`config.mk`:
```
export PLATFORM = sky130hd
export DESIGN_NAME = ethernet_mdio_responder
export DESIGN_NICKNAME = d
export VERILOG_FILES = /design/src/rtl/ethernet_mdio_responder_pkg.sv /design/src/rtl/ethernet_mdio_responder_edge_sync.sv /design/src/rtl/ethernet_mdio_responder.sv
export SDC_FILE = /design/constraint.sdc
export NUM_CORES = 1
export LEC_CHECK = 0
export CORE_ASPECT_RATIO = 1.2
export CORE_MARGIN = 2
export CORE_UTILIZATION = 40
export CTS_CLUSTER_DIAMETER = 150
export DETAILED_ROUTE_END_ITERATION = 10
export GPL_TIMING_DRIVEN = 1
export PLACE_DENSITY = 0.66
export REMOVE_ABC_BUFFERS = 1
export SYNTH_ARGS = -nofsm -noshare
export SYNTH_HDL_FRONTEND = slang
export SYNTH_SLANG_ARGS = --single-unit
```
`constraint.sdc`:
```
create_clock -name clk_eth_i -period 10.4 [get_ports clk_eth_i]
set_input_delay 1.56 -clock clk_eth_i [delete_from_list [all_inputs] [get_ports clk_eth_i]]
set_output_delay 1.56 -clock clk_eth_i [all_outputs]
set_load 0.05 [all_outputs]
```
`src/rtl/ethernet_mdio_responder_pkg.sv`:
```
// rtl/ethernet_mdio_responder_pkg.sv - shared opcodes, register indices and frame FSM encoding
package ethernet_mdio_responder_pkg;

    localparam logic [1:0] OP_READ  = 2'b10;
    localparam logic [1:0] OP_WRITE = 2'b01;

    localparam logic [4:0] REG_CTRL   = 5'd0;
    localparam logic [4:0] REG_STATUS = 5'd1;
    localparam logic [4:0] REG_ID1    = 5'd2;
    localparam logic [4:0] REG_ID2    = 5'd3;

    localparam logic [5:0] PREAMBLE_LEN = 6'd32;

    typedef enum logic [2:0] {
        ST_IDLE  = 3'd0,
        ST_ST    = 3'd1,
        ST_OP    = 3'd2,
        ST_PHYAD = 3'd3,
        ST_REGAD = 3'd4,
        ST_TA    = 3'd5,
        ST_DATA  = 3'd6
    } mdio_state_t;

    // Bit-counter value of the last bit of each frame field
    function automatic logic [4:0] field_last(input mdio_state_t s);
        case (s)
            ST_OP, ST_TA:       field_last = 5'd1;
            ST_PHYAD, ST_REGAD: field_last = 5'd4;
            ST_DATA:            field_last = 5'd15;
            default:            field_last = 5'd0;
        endcase
    endfunction

endpackage

```
`src/rtl/ethernet_mdio_responder_edge_sync.sv`:
```
// rtl/ethernet_mdio_responder_edge_sync.sv - MDC/MDIO synchroniser with registered MDC rise/fall pulses
module ethernet_mdio_responder_edge_sync (
    input  logic clk,
    input  logic resetn,
    input  logic mdc,
    input  logic mdio,
    output logic mdc_rise,
    output logic mdc_fall,
    output logic mdio_sync
);

    logic [2:0] mdc_q;
    logic [1:0] mdio_q;

    // mdio_sync is delayed one stage so it lines up with the edge pulses
    always_ff @(posedge clk) begin
        if (!resetn) begin
            mdc_q     <= 3'b000;
            mdio_q    <= 2'b00;
            mdc_rise  <= 1'b0;
            mdc_fall  <= 1'b0;
            mdio_sync <= 1'b0;
        end else begin
            mdc_q     <= {mdc_q[1:0], mdc};
            mdio_q    <= {mdio_q[0], mdio};
            mdc_rise  <= mdc_q[1] & ~mdc_q[2];
            mdc_fall  <= ~mdc_q[1] & mdc_q[2];
            mdio_sync <= mdio_q[1];
        end
    end

endmodule

```
`src/rtl/ethernet_mdio_responder.sv`:
```
// rtl/ethernet_mdio_responder.sv - Clause-22 MDIO PHY-side responder with a small register file
// Optional MDIO_PREAMBLE_SUPPRESS_EN: after a valid frame to this PHY, one idle 1 bit suffices as preamble.
module ethernet_mdio_responder #(
    parameter logic [4:0]  PHY_ADDR   = 5'd7,
    parameter int          NUM_REGS   = 8,
    parameter logic [15:0] CTRL_RESET = 16'h1140,
    parameter logic [15:0] PHY_ID1    = 16'h0141,
    parameter logic [15:0] PHY_ID2    = 16'h0CC2
) (
    input  logic        clk_eth_i,
    input  logic        rst_eth_n_i,
    input  logic        mdio_mdc_i,
    input  logic        mdio_mdio_i,
    output logic        mdio_mdio_o,
    output logic        mdio_mdio_t,
    input  logic [15:0] status_i,
    output logic [15:0] ctrl_o,
    output logic        soft_reset_o,
    output logic        wr_strobe_o,
    output logic [4:0]  wr_addr_o,
    output logic [15:0] wr_data_o
);

    import ethernet_mdio_responder_pkg::*;

    logic        mdc_rise;
    logic        mdc_fall;
    logic        mdio_in;

    mdio_state_t state_q;
    mdio_state_t state_d;
    logic [4:0]  bit_cnt;
    logic        field_done;
    logic [5:0]  pre_cnt;
    logic [5:0]  pre_sat;
    logic [5:0]  pre_one;
    logic        op_msb;
    logic        is_read;
    logic        addr_match;
    logic [3:0]  phy_sh;
    logic [3:0]  reg_sh;
    logic [4:0]  regad_q;
    logic [4:0]  regad_now;
    logic [14:0] wr_sh;
    logic [15:0] wr_word;
    logic [15:0] rd_word;
    logic [15:0] rd_sh;
    logic        rd_active;
    logic [4:0]  drv_cnt;
    logic [15:0] regs [NUM_REGS];

    ethernet_mdio_responder_edge_sync u_edge_sync (
        .clk       (clk_eth_i),
        .resetn    (rst_eth_n_i),
        .mdc       (mdio_mdc_i),
        .mdio      (mdio_mdio_i),
        .mdc_rise  (mdc_rise),
        .mdc_fall  (mdc_fall),
        .mdio_sync (mdio_in)
    );

    assign field_done = (bit_cnt == field_last(state_q));
    assign regad_now  = {reg_sh, mdio_in};
    assign wr_word    = {wr_sh, mdio_in};
    assign pre_sat    = (pre_cnt == PREAMBLE_LEN) ? pre_cnt : pre_cnt + 6'd1;

`ifdef MDIO_PREAMBLE_SUPPRESS_EN
    logic supp_arm;

    // Armed by a complete frame to this PHY; the first idle 1 then counts as a full preamble
    always_ff @(posedge clk_eth_i) begin
        if (!rst_eth_n_i) begin
            supp_arm <= 1'b0;
        end else if (mdc_rise) begin
            if (state_q == ST_DATA && field_done) begin
                supp_arm <= addr_match;
            end else if (state_q == ST_IDLE) begin
                supp_arm <= 1'b0;
            end
        end
    end

    assign pre_one = supp_arm ? PREAMBLE_LEN : pre_sat;
`else
    assign pre_one = pre_sat;
`endif

    always_ff @(posedge clk_eth_i) begin
        if (!rst_eth_n_i) begin
            state_q <= ST_IDLE;
        end else begin
            state_q <= state_d;
        end
    end

    always_comb begin
        state_d = state_q;
        if (mdc_rise) begin
            case (state_q)
                ST_IDLE: begin
                    if (!mdio_in && pre_cnt == PREAMBLE_LEN) state_d = ST_ST;
                end
                ST_ST: begin
                    state_d = mdio_in ? ST_OP : ST_IDLE;
                end
                ST_OP: begin
                    if (field_done) begin
                        if ({op_msb, mdio_in} == OP_READ || {op_msb, mdio_in} == OP_WRITE) begin
                            state_d = ST_PHYAD;
                        end else begin
                            state_d = ST_IDLE;
                        end
                    end
                end
                ST_PHYAD: if (field_done) state_d = ST_REGAD;
                ST_REGAD: if (field_done) state_d = ST_TA;
                ST_TA:    if (field_done) state_d = ST_DATA;
                ST_DATA:  if (field_done) state_d = ST_IDLE;
                default:  state_d = ST_IDLE;
            endcase
        end
    end

    // Read data source, evaluated at the last REGAD bit so status_i is captured then
    always_comb begin
        rd_word = 16'h0000;
        case (regad_now)
            REG_CTRL:   rd_word = ctrl_o;
            REG_STATUS: rd_word = status_i;
            REG_ID1:    rd_word = PHY_ID1;
            REG_ID2:    rd_word = PHY_ID2;
            default: begin
                for (int i = 4; i < NUM_REGS; i++) begin
                    if (regad_now == 5'(i)) rd_word = regs[i];
                end
            end
        endcase
    end

    always_ff @(posedge clk_eth_i) begin
        if (!rst_eth_n_i) begin
            bit_cnt      <= 5'd0;
            pre_cnt      <= 6'd0;
            op_msb       <= 1'b0;
            is_read      <= 1'b0;
            addr_match   <= 1'b0;
            phy_sh       <= 4'd0;
            reg_sh       <= 4'd0;
            regad_q      <= 5'd0;
            wr_sh        <= 15'd0;
            rd_sh        <= 16'd0;
            rd_active    <= 1'b0;
            drv_cnt      <= 5'd0;
            mdio_mdio_o  <= 1'b0;
            mdio_mdio_t  <= 1'b1;
            ctrl_o       <= CTRL_RESET;
            soft_reset_o <= 1'b0;
            wr_strobe_o  <= 1'b0;
            wr_addr_o    <= 5'd0;
            wr_data_o    <= 16'd0;
            for (int i = 0; i < NUM_REGS; i++) begin
                regs[i] <= 16'd0;
            end
        end else begin
            wr_strobe_o  <= 1'b0;
            soft_reset_o <= 1'b0;

            if (mdc_rise) begin
                bit_cnt <= (state_d == state_q) ? bit_cnt + 5'd1 : 5'd0;
                case (state_q)
                    ST_IDLE: begin
                        pre_cnt <= mdio_in ? pre_one : 6'd0;
                    end
                    ST_OP: begin
                        op_msb <= mdio_in;
                        if (field_done) is_read <= ({op_msb, mdio_in} == OP_READ);
                    end
                    ST_PHYAD: begin
                        phy_sh <= {phy_sh[2:0], mdio_in};
                        if (field_done) addr_match <= ({phy_sh, mdio_in} == PHY_ADDR);
                    end
                    ST_REGAD: begin
                        reg_sh <= {reg_sh[2:0], mdio_in};
                        if (field_done) begin
                            regad_q <= regad_now;
                            if (is_read && addr_match) begin
                                rd_sh     <= rd_word;
                                rd_active <= 1'b1;
                                drv_cnt   <= 5'd0;
                            end
                        end
                    end
                    ST_DATA: begin
                        wr_sh <= {wr_sh[13:0], mdio_in};
                        if (field_done) begin
                            pre_cnt <= 6'd0;
                            if (!is_read && addr_match) begin
                                wr_strobe_o <= 1'b1;
                                wr_addr_o   <= regad_q;
                                wr_data_o   <= wr_word;
                                if (regad_q == REG_CTRL) begin
                                    if (wr_word[15]) begin
                                        ctrl_o       <= CTRL_RESET;
                                        soft_reset_o <= 1'b1;
                                    end else begin
                                        ctrl_o <= wr_word;
                                    end
                                end
                                for (int i = 4; i < NUM_REGS; i++) begin
                                    if (regad_q == 5'(i)) regs[i] <= wr_word;
                                end
                            end
                        end
                    end
                    default: ;
                endcase
            end

            // Read turnaround and data: fall 0 stays released, fall 1 drives 0, falls 2..17 data, fall 18 releases
            if (mdc_fall && rd_active) begin
                drv_cnt <= drv_cnt + 5'd1;
                if (drv_cnt == 5'd0) begin
                    mdio_mdio_t <= 1'b1;
                    mdio_mdio_o <= 1'b0;
                end else if (drv_cnt == 5'd1) begin
                    mdio_mdio_t <= 1'b0;
                    mdio_mdio_o <= 1'b0;
                end else if (drv_cnt <= 5'd17) begin
                    mdio_mdio_t <= 1'b0;
                    mdio_mdio_o <= rd_sh[15];
                    rd_sh       <= {rd_sh[14:0], 1'b0};
                end else begin
                    mdio_mdio_t <= 1'b1;
                    mdio_mdio_o <= 1'b0;
                    rd_active   <= 1'b0;
                end
            end
        end
    end

endmodule
```
==> run summary <==
fresh numbers from the pnr run: Area leader share approximately 29%, IO Port Bufs 59, global-route met3 utilization 3.44%, syn_area_per_cell 10.3 um2, VDD IR max 0.107 mV, relative slew slack between 20 and 30%, most common cell in the netlist dfxtp_1, type of the most critical hold path reg -> reg, # DRC 0, Routed Antenna Nets 0, tool warnings 28, DP Area about 0.0087 mm2, outcome finished, final reports clean, ordered cell list for the critical path nand4b_1 -> nor4b_1 -> and3_1 -> nand4b_1 -> nand2_1, vias in the first global route roughly 5500, Seq cells post-synth 179, pin count of the biggest net entering global routing 81, RSZ-0062 raised after global routing no, Synth Flop Type dfxtp_1, H-tree depth 4, final cell count without fillers about 1100, Antenna Cells 0, most frequent logic cell in the layout dfxtp_1, Clock Skew 17.3 ps, CTS clk-pin slew, worst paths 70 ps, final wirelength 18400 um, chip area 0.0212 mm2, RePlAce Congestion between 0.8 and 0.9, CP top delay family simple AND/OR/NAND/NOR gates, Max Fclk about 240 MHz, yosys synthesis chip area approximately 0.008 mm2, critical path buffer and inverter count 0, fraction of the cycle the final worst path needs about two fifths, min Tclk post-route 4190 ps, Clock Sinks 179, Skew-Pair Late Insertion Delay 440 ps
-- power breakdown --
group | internal [uW] | switching, uW | total (uW)
logic | 24.8 | 35.0 | 59.7
clock network | 344 | 297 | 641
registers | 734 | 6.63 | 741
total | 1100 | 339 | 1440
-- flip-flops by register name (all words and copies together) (netlist names), 5 cells and up --
name,count
drv_cnt,5
rd_sh,16
regs,64
pre_cnt,6
bit_cnt,5
ctrl_o,15
wr_addr_o,5
wr_sh,15
wr_data_o,16
regad_q,5
-- path summary, 6_finish.rpt --
kind | cells after the start | startpoint | slack (ps) | to
worst max register to register | 5 | state_q[2] | 6210 | regs[1][30]
worst min-delay path | 1 | u_edge_sync.mdc_q[2] | 430 | u_edge_sync.mdc_rise
worst max-delay path | 5 | state_q[2] | 6210 | regs[1][30]
worst min register to register | 1 | u_edge_sync.mdc_q[2] | 430 | u_edge_sync.mdc_rise
-- kinds of logic (layout without fill, tap and decap cells) --
family / after synthesis / count (layout) / synth area share (%)
adders and majority gates: 7 / 7 / 1.09
other: 1 / 1 / 0.0468
and+or+nand+nor: 312 / 312 / 19.5
AOI/OAI and AO/OA: 125 / 125 / 11.0
buffers and inverters: 82 / 125 / 4.48
muxes: 63 / 63 / 10.6
DFF: 179 / 179 / 52.7
xor gates and xnor gates: 5 / 5 / 0.547
-- per-layer routing --
layer  up-vias  wire length (um)
met5         -                 0
met4         0               357
met3        17               728
met2       124              9150
met1      2754              8130
li1       2820                 -
-- cell type report --
type | instances | area [um2] | share of cell area (%)
inverters | 28 | 105 | 1.13
flip-flops and latches | 179 | 4230 | 45.4
repair buffers | 65 | 633 | 6.80
well taps | 261 | 327 | 3.51
clock inverters | 14 | 165 | 1.77
multi-input cells | 513 | 3420 | 36.8
clock buffers | 18 | 429 | 4.61
Congestion heat map:
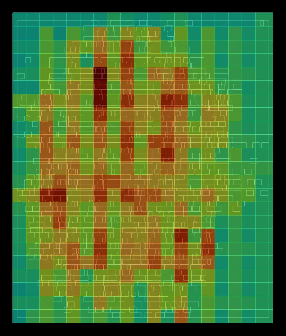
DR WL/cell: 17.0 um
busiest grt layer: met2
final core occ: 47.4%
routing usage on met1: 22.3%

Supply network:
(3 px per um) Pins as bars on the die edge.
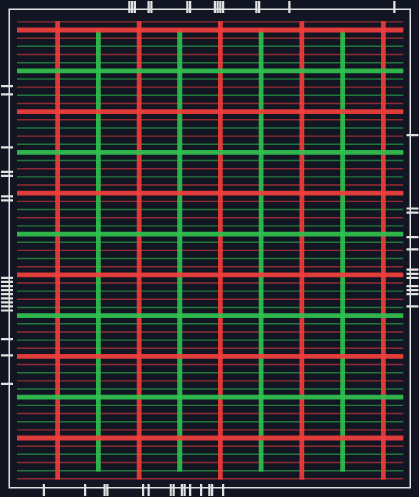
colour	net
green	VDD
red	VSS
rows	56
met5 straps	11
Die Ht: 159 um
CORE AREA: 0.0196 mm2

Cell density map:
(1.5 px per um) The die is cut into 13 by 16 equal tiles; white is low, dark blue is high, 0 to 100% covered.
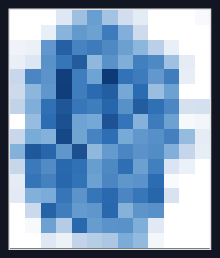
nearly empty tiles	18%
fullest tile	96%
densest ninth of the die	middle
tiles over 75% full	13%
mean over tiles	42%
floorplan utilization: 40.8%

No activity file was given, so power comes from the tool's default toggle rates.
